final_placement.png
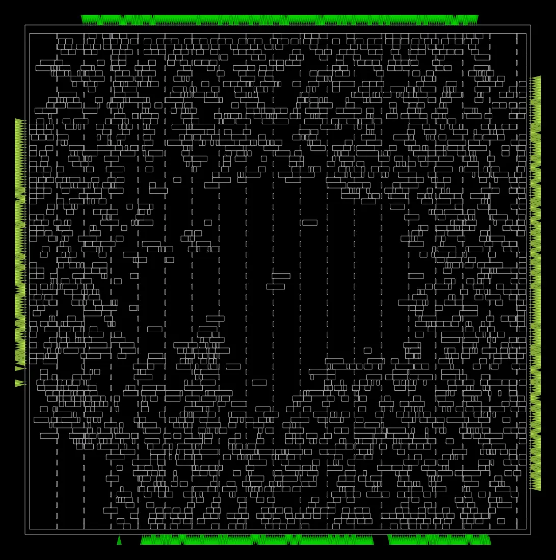
wire_density.png
Scale bar: 100 um. 26 x 26 tiles, from black (low) to pale yellow (high), scaled to the fullest tile. Values are wire area over tile area, all layers added.
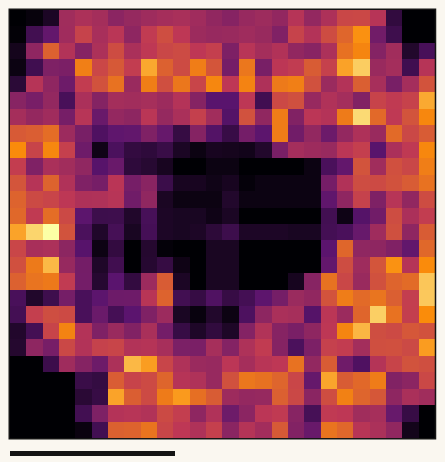
zoom.png
Scale bar: 20 um. Region (40, 40) to (90, 90) um. Cells in gray, sequential cells in the stronger gray; small squares are vias.
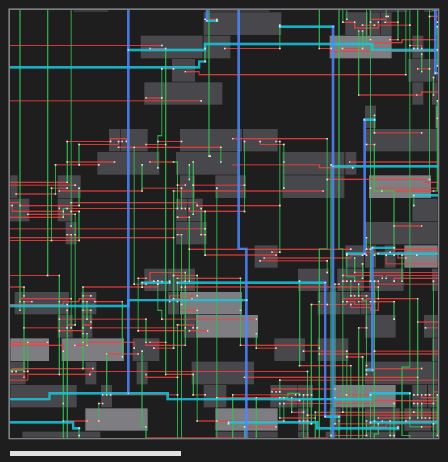
cell_classes.png
Fill, decap, tap and diode cells in gray.
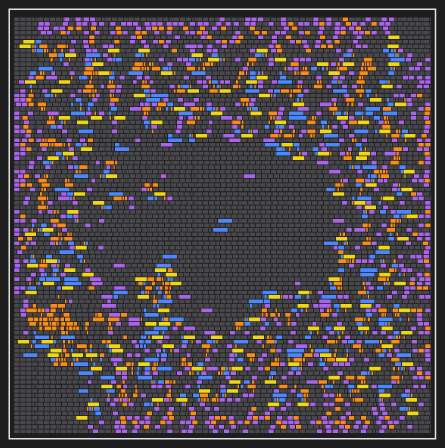
registers.png
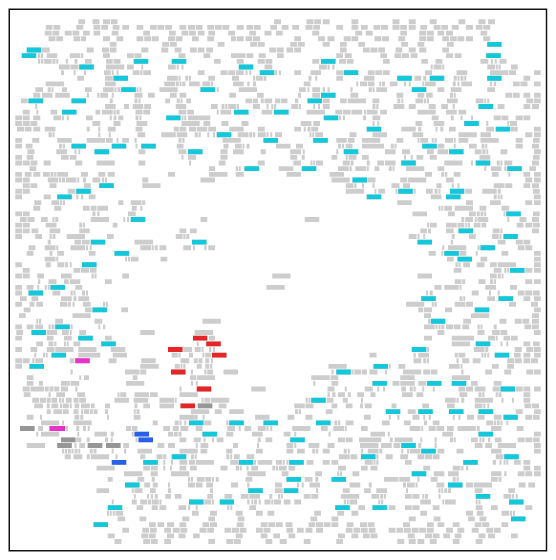
==> config.mk <==
export PLATFORM = sky130hd
export DESIGN_NAME = led_display_scheduler
export DESIGN_NICKNAME = d
export VERILOG_FILES = /design/src/rtl/led_display_scheduler.sv
export SDC_FILE = /design/constraint.sdc
export NUM_CORES = 1
export LEC_CHECK = 0
export CAP_MARGIN = 20
export CORE_AREA = 2 2 256 258
export CTS_CLUSTER_SIZE = 10
export DETAILED_ROUTE_END_ITERATION = 12
export DIE_AREA = 0 0 258 260
export PLACE_DENSITY = 0.39
export SLEW_MARGIN = 20
export SYNTH_ARGS = -nofsm -noshare
export SYNTH_HDL_FRONTEND = slang
export SYNTH_SLANG_ARGS = --single-unit
==> constraint.sdc <==
create_clock -name ClkRs_ix -period 3.9 [get_ports ClkRs_ix]
set_input_delay 0.585 -clock ClkRs_ix [delete_from_list [all_inputs] [get_ports ClkRs_ix]]
set_output_delay 0.585 -clock ClkRs_ix [all_outputs]
set_load 0.03 [all_outputs]
==> impl_metrics.ini <==
; physical design summary
[yosys]
yosysSeqAreaShare_pct = 26.7
top_area_cell = dfxtp_1
most_common_cell = nor2_1

[detailed_routing]
drt_iter0_drc = 561
wl_met3_um = 5090
via_per_inst = 4.62

[final_timing]
hold_viol_final = 1
timing.hold.ws_ps = -11.4
fin_crit_sh_pct = 93.1

[global_routing]
globalRouteMet2Util_pct = 31.9

[power]
power_frac_clock_pct = 36.8
p_leak_nw = 7.59
p_int_w = 0.0107

[setup_path]
reg2regPathDepth = 13
cp_top_family = AND-OR/OR-AND gates

[cells_and_area]
logic_gates = 1009
layout.cells.non_filler = 2840
layout_top_cells = 651 x clkdlybuf4s50_1, 277 x nor2_1, 145 x dfxtp_1

[job]
warning_count = 307

[place]
port_buffers = 652

[clock_network]
post_cts_resized = 1

[run_status]
outcome = complete, but fails checks
violations = negative hold slack

[floorplan]
die_h_um = 260
fp_util_pct = 17.1
-- final_placement.png (at the start) --
# Taps: 855
layout sequential cell count: 146
FP Rows: 93
core area: 64,100 um2

-- wire_density.png (at the start) --
mean over tiles	0.16
tiles over half the peak	31%
fullest tile	0.42
nearly empty tiles	8.7%
GRT Total Usage: 19.1%
Total Wirelength: 65,700 um
WL/cell: 23.1 um
DR vias: 13,100

-- zoom.png (at the start) --
color	layer
green	met2
blue	met4
cyan	met3
red	met1
most frequent	dfxtp_1 (10), nor2_1 (9)
cells with their middle in the window	82
sequential cells in the window	10

-- cell_classes.png (at the start) --
color	class	cells	share of their area
blue	clock drivers and dummy loads	374	20%
purple	other buffers and delay cells	729	38%
orange	all other logic	736	27%
yellow	flip-flops	146	15%
flop share of the area: 14.0%
Final Instance Area: 20,900 um2
final core utilization: 32.7%

-- registers.png (at the start) --
color	netlist name	flops
cyan	`ledData_ob`	128
magenta	`rrPtr_q`	2
red	`blinkCnt_q`	7
blue	`Grant_ob`	3
not colored	6
sequential power: 0.00240 W
register area: 2920 um2

Power and IR drop assume default switching activity.
